--- config.mk ---
export PLATFORM = sky130hd
export DESIGN_NAME = mips_mc_ctrl
export DESIGN_NICKNAME = d
export VERILOG_FILES = /design/src/rtl/mips_pkg.sv /design/src/rtl/mips_alu_dec.sv /design/src/rtl/mips_mc_ctrl.sv
export SDC_FILE = /design/constraint.sdc
export NUM_CORES = 1
export LEC_CHECK = 0
export ABC_AREA = 0
export CORE_MARGIN = 4
export CORE_UTILIZATION = 25
export CTS_CLUSTER_DIAMETER = 30
export DETAILED_ROUTE_END_ITERATION = 8
export REMOVE_ABC_BUFFERS = 1
export SYNTH_ARGS = -nofsm -noshare
export SYNTH_HDL_FRONTEND = slang
export SYNTH_SLANG_ARGS = --single-unit
export TNS_END_PERCENT = 30
--- constraint.sdc ---
create_clock -name CLK -period 2.9 [get_ports CLK]
set_clock_uncertainty 0.1 [all_clocks]
set_input_delay 0.87 -clock CLK [delete_from_list [all_inputs] [get_ports CLK]]
set_output_delay 0.87 -clock CLK [all_outputs]
set_load 0.01 [all_outputs]
--- src/rtl/mips_pkg.sv ---
// mips_pkg: opcode, funct, ALU-control and controller-state definitions shared by the tinymips cores.
package mips_pkg;

   typedef enum logic [5:0] {
      OP_RTYPE = 6'b000000,
      OP_J     = 6'b000010,
      OP_BEQ   = 6'b000100,
      OP_ADDI  = 6'b001000,
      OP_LW    = 6'b100011,
      OP_SW    = 6'b101011
   } opcode_e;

   localparam logic [5:0] F_ADD = 6'd32;
   localparam logic [5:0] F_SUB = 6'd34;
   localparam logic [5:0] F_AND = 6'd36;
   localparam logic [5:0] F_OR  = 6'd37;
   localparam logic [5:0] F_SLT = 6'd42;

   typedef enum logic [2:0] {
      ALU_AND = 3'b000,
      ALU_OR  = 3'b001,
      ALU_ADD = 3'b010,
      ALU_SUB = 3'b110,
      ALU_SLT = 3'b111
   } alu_ctrl_e;

   typedef enum logic [1:0] {
      ALUOP_ADD   = 2'd0,
      ALUOP_SUB   = 2'd1,
      ALUOP_FUNCT = 2'd2
   } alu_op_e;

   typedef enum logic [3:0] {
      S_FETCH, S_DECODE, S_MEMADR, S_MEMRD, S_MEMWB, S_MEMWR, S_EXECUTE,
      S_ALUWB, S_BRANCH, S_ADDIEX, S_ADDIWB, S_JUMP, S_HALT
   } ctrl_state_e;

   localparam logic [1:0] PC_ALU      = 2'd0;
   localparam logic [1:0] PC_ALUOUT   = 2'd1;
   localparam logic [1:0] PC_JUMP     = 2'd2;
   localparam logic [1:0] SRCB_B      = 2'd0;
   localparam logic [1:0] SRCB_FOUR   = 2'd1;
   localparam logic [1:0] SRCB_IMM    = 2'd2;
   localparam logic [1:0] SRCB_IMM_SH = 2'd3;

endpackage

--- src/rtl/mips_alu_dec.sv ---
// mips_alu_dec: maps alu_op (+ funct for R-type) to the ALU function code and flags unknown funct.
//   funct     in  instr[5:0]
//   alu_op    in  ADD / SUB / FUNCT request from the main controller
//   alu_ctrl  out ALU function code
//   bad_funct out funct not decodable (only meaningful when alu_op = FUNCT)
module mips_alu_dec
   import mips_pkg::*;
(
   input  logic [5:0] funct,
   input  alu_op_e    alu_op,
   output alu_ctrl_e  alu_ctrl,
   output logic       bad_funct
);

   always_comb begin
      alu_ctrl  = ALU_ADD;
      bad_funct = 1'b0;
      case (alu_op)
         ALUOP_SUB: alu_ctrl = ALU_SUB;
         ALUOP_FUNCT:
            case (funct)
               F_ADD:   alu_ctrl = ALU_ADD;
               F_SUB:   alu_ctrl = ALU_SUB;
               F_AND:   alu_ctrl = ALU_AND;
               F_OR:    alu_ctrl = ALU_OR;
               F_SLT:   alu_ctrl = ALU_SLT;
               default: bad_funct = 1'b1;
            endcase
         default: alu_ctrl = ALU_ADD;
      endcase
   end

endmodule

--- src/rtl/mips_mc_ctrl.sv ---
// mips_mc_ctrl: multicycle tinymips main controller (Moore FSM with req/ready memory handshake).
//   CLK, RST           clock, asynchronous active-high reset
//   op, funct, zero    instruction fields and ALU zero flag from the datapath
//   mem_ready          memory completes the pending access this cycle
//   mem_req, mem_we    memory request and write qualifier; iord picks PC (0) or ALUOut (1)
//   ir_write, pc_en    instruction register / PC load strobes; pc_src picks ALU, ALUOut, jump target
//   alu_src_a/b        ALU operand selects; alu_ctrl ALU function code
//   reg_dst, mem_to_reg, reg_write   register-file write controls
//   instr_done         one-cycle retire pulse; illegal one-cycle undecodable op/funct pulse
module mips_mc_ctrl
   import mips_pkg::*;
#(
   parameter bit ILLEGAL_TRAP = 1'b1
) (
   input  logic       CLK,
   input  logic       RST,
   input  logic [5:0] op,
   input  logic [5:0] funct,
   input  logic       zero,
   input  logic       mem_ready,
   output logic       mem_req,
   output logic       mem_we,
   output logic       iord,
   output logic       ir_write,
   output logic       pc_en,
   output logic [1:0] pc_src,
   output logic       alu_src_a,
   output logic [1:0] alu_src_b,
   output logic [2:0] alu_ctrl,
   output logic       reg_dst,
   output logic       mem_to_reg,
   output logic       reg_write,
   output logic       instr_done,
   output logic       illegal
);

   ctrl_state_e state, state_nx;
   alu_op_e     alu_op;
   alu_ctrl_e   alu_ctrl_w;
   logic        bad_funct;
   logic        mem_req_s, mem_we_s, ir_write_s, pc_en_s, reg_write_s, instr_done_s, illegal_s;

   mips_alu_dec u_alu_dec (
      .funct     (funct),
      .alu_op    (alu_op),
      .alu_ctrl  (alu_ctrl_w),
      .bad_funct (bad_funct)
   );

   always_ff @(posedge CLK or posedge RST)
      if (RST) state <= S_FETCH;
      else     state <= state_nx;

   always_comb begin
      state_nx     = state;
      mem_req_s    = 1'b0;
      mem_we_s     = 1'b0;
      iord         = 1'b0;
      ir_write_s   = 1'b0;
      pc_en_s      = 1'b0;
      pc_src       = PC_ALU;
      alu_src_a    = 1'b0;
      alu_src_b    = SRCB_B;
      alu_op       = ALUOP_ADD;
      reg_dst      = 1'b0;
      mem_to_reg   = 1'b0;
      reg_write_s  = 1'b0;
      instr_done_s = 1'b0;
      illegal_s    = 1'b0;
      case (state)
         S_FETCH: begin
            mem_req_s  = 1'b1;
            alu_src_b  = SRCB_FOUR;
            ir_write_s = mem_ready;
            pc_en_s    = mem_ready;
            state_nx   = mem_ready ? S_DECODE : S_FETCH;
         end
         S_DECODE: begin
            alu_src_b = SRCB_IMM_SH;
            case (op)
               OP_LW, OP_SW: state_nx = S_MEMADR;
               OP_RTYPE:     state_nx = S_EXECUTE;
               OP_BEQ:       state_nx = S_BRANCH;
               OP_ADDI:      state_nx = S_ADDIEX;
               OP_J:         state_nx = S_JUMP;
               default: begin
                  illegal_s = 1'b1;
                  state_nx  = ILLEGAL_TRAP ? S_HALT : S_FETCH;
               end
            endcase
         end
         S_MEMADR: begin
            alu_src_a = 1'b1;
            alu_src_b = SRCB_IMM;
            state_nx  = (op == OP_LW) ? S_MEMRD : S_MEMWR;
         end
         S_MEMRD: begin
            mem_req_s = 1'b1;
            iord      = 1'b1;
            state_nx  = mem_ready ? S_MEMWB : S_MEMRD;
         end
         S_MEMWB: begin
            reg_write_s  = 1'b1;
            mem_to_reg   = 1'b1;
            instr_done_s = 1'b1;
            state_nx     = S_FETCH;
         end
         S_MEMWR: begin
            mem_req_s    = 1'b1;
            mem_we_s     = 1'b1;
            iord         = 1'b1;
            instr_done_s = mem_ready;
            state_nx     = mem_ready ? S_FETCH : S_MEMWR;
         end
         S_EXECUTE: begin
            alu_src_a = 1'b1;
            alu_op    = ALUOP_FUNCT;
            illegal_s = bad_funct;
            state_nx  = S_ALUWB;
         end
         S_ALUWB: begin
            // funct is still held in the IR, so the bad-funct flag is recomputed here to block the write
            alu_op       = ALUOP_FUNCT;
            reg_write_s  = ~bad_funct;
            reg_dst      = 1'b1;
            instr_done_s = 1'b1;
            state_nx     = S_FETCH;
         end
         S_BRANCH: begin
            alu_src_a    = 1'b1;
            alu_op       = ALUOP_SUB;
            pc_src       = PC_ALUOUT;
            pc_en_s      = zero;
            instr_done_s = 1'b1;
            state_nx     = S_FETCH;
         end
         S_ADDIEX: begin
            alu_src_a = 1'b1;
            alu_src_b = SRCB_IMM;
            state_nx  = S_ADDIWB;
         end
         S_ADDIWB: begin
            reg_write_s  = 1'b1;
            instr_done_s = 1'b1;
            state_nx     = S_FETCH;
         end
         S_JUMP: begin
            pc_src       = PC_JUMP;
            pc_en_s      = 1'b1;
            instr_done_s = 1'b1;
            state_nx     = S_FETCH;
         end
         S_HALT:  state_nx = S_HALT;
         default: state_nx = S_FETCH;
      endcase
   end

   // Strobes are masked by RST directly so a reset mid-access drops them without waiting for a clock.
   assign mem_req    = mem_req_s & ~RST;
   assign mem_we     = mem_we_s & ~RST;
   assign ir_write   = ir_write_s & ~RST;
   assign pc_en      = pc_en_s & ~RST;
   assign reg_write  = reg_write_s & ~RST;
   assign instr_done = instr_done_s & ~RST;
   assign illegal    = illegal_s & ~RST;
   assign alu_ctrl   = alu_ctrl_w;

endmodule

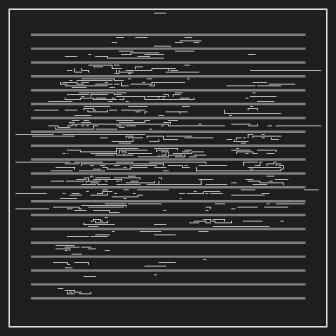
(metal 1)
Supply wires on this layer in grey.
nets with wire on the layer: 157
wire length on this layer: 1030 um
longest straight run: 16.6 um
aggregate routed wire length: 2610 um
routed vias: 1024

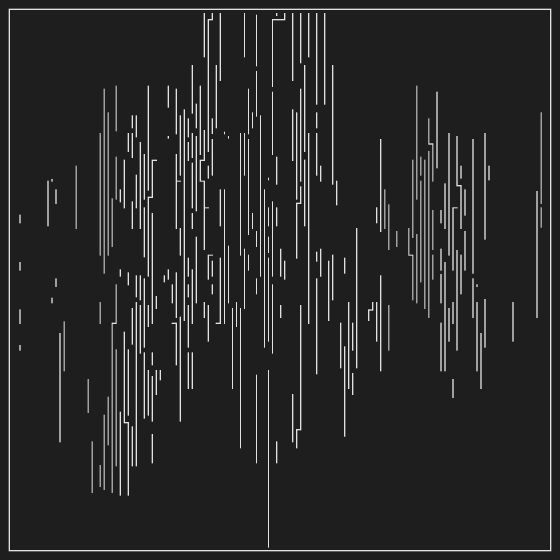
(M2 wires)
share of all routed wire: 54%
main direction: vertical

==> flow_results.xml <==
<?xml version="1.0" encoding="UTF-8"?>
<metrics>
  <group name="cells_and_area">
    <metric name="share_of_final_layout_standard_cells_stronger_than_drive_strength_1" unit="%">40.0</metric>
    <metric name="mostFrequentLayoutCells" unit="">26 x sky130_fd_sc_hd__buf_4, 10 x sky130_fd_sc_hd__nor2_1, 10 x sky130_fd_sc_hd__buf_2</metric>
    <metric name="insertedDiodeCount" unit="">0</metric>
    <metric name="layout.cells.non_filler" unit="">191</metric>
    <metric name="seq_area" unit="sq um">101</metric>
    <metric name="final_common_cell" unit="">sky130_fd_sc_hd__buf_4</metric>
    <metric name="reg.largest.list" unit="">state x4</metric>
    <metric name="logic_area" unit="sq um">694</metric>
    <metric name="largest_register_ffs" unit="">4</metric>
    <metric name="syn2layout_area_growth" unit="%">85.6</metric>
    <metric name="filler_cell_count" unit="">284</metric>
    <metric name="nets" unit="">180</metric>
    <metric name="top_register" unit="">state</metric>
  </group>
  <group name="floorplan">
    <metric name="die_area" unit="sq mm">0.00384</metric>
    <metric name="initial_core_util" unit="%">26.2</metric>
    <metric name="placement_rows" unit="">19</metric>
    <metric name="floorplan.core_area" unit="sq mm">0.00278</metric>
    <metric name="die-width" unit="um">62.0</metric>
    <metric name="die_height" unit="um">62.0</metric>
    <metric name="ios" unit="">34</metric>
  </group>
  <group name="setup_path">
    <metric name="worst_ep_arrival_time" unit="ns">2.00</metric>
    <metric name="critPathCapture" unit="">illegal</metric>
    <metric name="crit_type" unit="">in2out</metric>
    <metric name="worstPathMaxFanout" unit="">4</metric>
    <metric name="setup.worst_path.start_class" unit="">input pin</metric>
    <metric name="critical_path_depth" unit="">6</metric>
    <metric name="worst_path_max_delay_cell" unit="">sky130_fd_sc_hd__dlygate4sd2_1</metric>
    <metric name="crit_required" unit="ns">1.93</metric>
    <metric name="worst_reg2reg_endpoint" unit="">state[2]$_DFF_PP0_</metric>
    <metric name="cp-end-kind" unit="">primary output</metric>
    <metric name="worst_path_dominant_cell_family" unit="">buffers and inverters</metric>
    <metric name="worst-r2r-cell-count" unit="">6</metric>
    <metric name="crit_buf_inv" unit="">2</metric>
    <metric name="setup.reg_to_reg.worst_slack" unit="ns">1.23</metric>
    <metric name="crit_path_cell_trace" unit="">dlygate4sd2_1 &gt; and4b_1 &gt; o31ai_4 &gt; nand2_1 &gt; o21ai_1 &gt; buf_2</metric>
    <metric name="critPathMaxStageDelay" unit="ns">0.30</metric>
    <metric name="crit_start" unit="">op[0]</metric>
    <metric name="reg2reg_from" unit="">state[1]$_DFF_PP0_</metric>
  </group>
  <group name="place">
    <metric name="detailed_place_hpwl" unit="um">2020</metric>
    <metric name="finalWeightedCongestion" unit="">0.752</metric>
    <metric name="post-place-cells" unit="">185</metric>
    <metric name="buffer_ports.inserted" unit="">33</metric>
  </group>
  <group name="global_routing">
    <metric name="global_route_wire_length_before_repair" unit="um">4060</metric>
    <metric name="first_global_vias" unit="">1028</metric>
    <metric name="global_route.usage.total" unit="%">14.2</metric>
    <metric name="grt_max_degree" unit="">18</metric>
    <metric name="grt.overflow.total" unit="">0</metric>
    <metric name="initial_antenna_violation_count" unit="">0</metric>
  </group>
  <group name="power">
    <metric name="cellPowerDensity" unit="mW/mm^2">606</metric>
    <metric name="power" unit="uW">819</metric>
    <metric name="power.leakage" unit="nW">0.622</metric>
    <metric name="power.ir.vdd_worst" unit="mV">0.341</metric>
  </group>
  <group name="flow_run">
    <metric name="max_cap_violations" unit="">0</metric>
    <metric name="log.warning_count" unit="">28</metric>
  </group>
  <group name="min_path">
    <metric name="whs_path_depth" unit="">2</metric>
    <metric name="hold_sp" unit="">state[1]$_DFF_PP0_</metric>
    <metric name="whs_endpoint" unit="">state[3]$_DFF_PP0_</metric>
    <metric name="timing.hold.worst.class" unit="">reg2reg</metric>
  </group>
  <group name="detailed_routing">
    <metric name="topRoutingLayerUsed" unit="">met4</metric>
    <metric name="dr_wl_met2" unit="um">1410</metric>
    <metric name="routedLengthMet1" unit="um">1030</metric>
    <metric name="route.antenna.remaining_nets" unit="">0</metric>
    <metric name="route.met3.wl" unit="um">126</metric>
    <metric name="vias_per_cell" unit="">5.36</metric>
    <metric name="detail_route.drc_violations" unit="">0</metric>
    <metric name="firstDrtPassIters" unit="">4</metric>
    <metric name="initialDrtViolationCount" unit="">28</metric>
    <metric name="routed_wire_length_per_instance" unit="um">13.6</metric>
  </group>
  <group name="synthesis">
    <metric name="synth_cells" unit="">103</metric>
    <metric name="yosys_reported_design_area_after_synthesis" unit="sq um">728</metric>
    <metric name="synthesis.area" unit="sq um">728</metric>
    <metric name="top_area_cell" unit="">sky130_fd_sc_hd__dfrtp_1</metric>
    <metric name="yosys_cells" unit="">103</metric>
    <metric name="synthesis.yosys.warnings" unit="">0</metric>
    <metric name="dominantRegCellSynth" unit="">sky130_fd_sc_hd__dfrtp_1</metric>
    <metric name="synth_top_area_share" unit="%">13.7</metric>
    <metric name="synth_sequential_area_ratio" unit="%">13.7</metric>
    <metric name="syn_area_per_cell" unit="sq um">7.07</metric>
    <metric name="async_flop_share" unit="%">100</metric>
    <metric name="numSynthFlops" unit="">4</metric>
    <metric name="edf_count" unit="">0</metric>
    <metric name="synth.area.top_cells" unit="">sky130_fd_sc_hd__dfrtp_1 14%, sky130_fd_sc_hd__nor3_1 6.2%, sky130_fd_sc_hd__nand2b_1 5.2%</metric>
    <metric name="netlist-cell-type-count" unit="">44</metric>
  </group>
  <group name="clocking">
    <metric name="worst_skew_pair.late_latency" unit="ns">0.24</metric>
    <metric name="cts.path.max_buffers" unit="">2</metric>
    <metric name="clkSlewWorstSetupHoldPaths" unit="ns">0.04</metric>
    <metric name="post_cts_hold_buffers" unit="">0</metric>
    <metric name="clock_tree_from_tritoncts" unit="">built</metric>
    <metric name="clkSinkCount" unit="">4</metric>
    <metric name="root_buffer" unit="">sky130_fd_sc_hd__clkbuf_4</metric>
    <metric name="cts-htree-levels" unit="">1</metric>
    <metric name="cts_made_buffers" unit="">3</metric>
  </group>
  <group name="timing">
    <metric name="hold_violations" unit="">0</metric>
    <metric name="timing.final.max_slew_violations" unit="">0</metric>
    <metric name="setup_repair_after_global_routing_missed_its_margin" unit="">true</metric>
    <metric name="fmax" unit="GHz">0.336</metric>
    <metric name="tightestPinTransition" unit="ns">0.367</metric>
    <metric name="fin_ws" unit="ns">-0.0730</metric>
    <metric name="timing.slew.headroom" unit="%">75.3</metric>
    <metric name="setup_total_negative_slack" unit="ns">-0.0730</metric>
    <metric name="fin_crit" unit="ns">2.97</metric>
    <metric name="setup_viol" unit="">1</metric>
    <metric name="finalCritPeriodShare" unit="%">103</metric>
  </group>
  <group name="status">
    <metric name="status" unit="">finished with violations</metric>
    <metric name="failed_checks" unit="">setup timing</metric>
  </group>
</metrics>
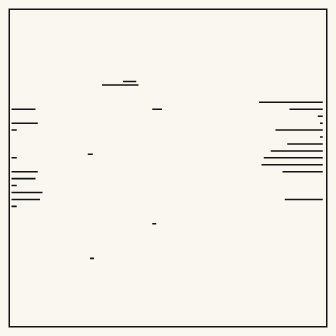
(M3 wires)
longest straight run: 12.2 um
main direction: horizontal
wire length on this layer: 127 um
met3 track demand over resource: 1.45%

==> per-layer routing <==
metal  vias to the layer above  track usage (%)
li1                        500                -
met1                       490             15.5
met3                         4             1.45
met2                        30             26.5
met5                         -                0
met4                         0             7.27
==> cell families (layout without fill, tap and decap cells) <==
| kind of cell | count (synthesis) | count (layout) | share of synthesized area, % |
|---|---|---|---|
| flops | 4 | 4 | 13.7 |
| compound gates | 29 | 29 | 26.6 |
| fa+ha+maj | 2 | 2 | 3.44 |
| mux | 2 | 2 | 2.92 |
| buf+inv | 12 | 69 | 9.96 |
| xor+xnor | 2 | 2 | 2.41 |
| simple gates | 52 | 52 | 40.9 |
==> tightest hold or removal path, cell delays in order, from the launching register on <==
cell and delay, ns:
sky130_fd_sc_hd__dfrtp_1 0.38, sky130_fd_sc_hd__buf_4 0.23, sky130_fd_sc_hd__o211ai_1 0.13
==> cells in the mapped netlist, types with 2 or more instances <==
| cell | instances |
|---|---|
| sky130_fd_sc_hd__xor2_1 | 2 |
| sky130_fd_sc_hd__nor3b_1 | 4 |
| sky130_fd_sc_hd__dfrtp_1 | 4 |
| sky130_fd_sc_hd__a31oi_1 | 3 |
| sky130_fd_sc_hd__nand2_1 | 4 |
| sky130_fd_sc_hd__a211oi_1 | 2 |
| sky130_fd_sc_hd__or3_1 | 4 |
| sky130_fd_sc_hd__o21ai_0 | 6 |
| sky130_fd_sc_hd__and3_1 | 2 |
| sky130_fd_sc_hd__nor3_1 | 9 |
| sky130_fd_sc_hd__nor2b_1 | 4 |
| sky130_fd_sc_hd__ha_1 | 2 |
| sky130_fd_sc_hd__buf_2 | 2 |
| sky130_fd_sc_hd__a21oi_1 | 5 |
| sky130_fd_sc_hd__inv_1 | 6 |
| sky130_fd_sc_hd__nand2b_1 | 6 |
| sky130_fd_sc_hd__nor2_1 | 10 |
| sky130_fd_sc_hd__buf_4 | 2 |
==> timing repair <==
action,4_1_cts,5_1_grt
gates cloned,0,0
gates resized,83,17
hold endpoints to repair,0,0
setup buffers,2,1
pin swaps,4,5
setup endpoints to repair,13,9
==> area by class of cell <==
class	count	area share, %
Tap cell	31	2.87
Timing Repair Buffer	60	34.9
Clock buffer	3	1.67
Sequential cell	4	7.50
Multi-Input combinational cell	87	51.4
Inverter	6	1.67
==> metrics by stage <==
| stage | utilization, % | hold WS [ns] | cell area [sq um] | setup WS [ns] |
|---|---|---|---|---|
| after detailed placement | 44.1 | 0.639 | 1230 | -0.863 |
| final | 48.6 | 0.703 | 1350 | -0.0730 |
| after global placement | 44.1 | 0.626 | 1230 | -0.802 |
| after CTS | 47.0 | 0.681 | 1310 | -0.174 |
| after global routing | 48.6 | 0.753 | 1350 | -0.148 |
| after floorplan | - | 0.536 | 678 | 0.111 |
==> power breakdown <==
| group | switching [mW] | internal, mW |
|---|---|---|
| combinational | 0.341 | 0.311 |
| sequential | 0.0185 | 0.0783 |
| clock | 0.0246 | 0.0464 |
| total | 0.384 | 0.435 |
Power and IR drop assume default switching activity.
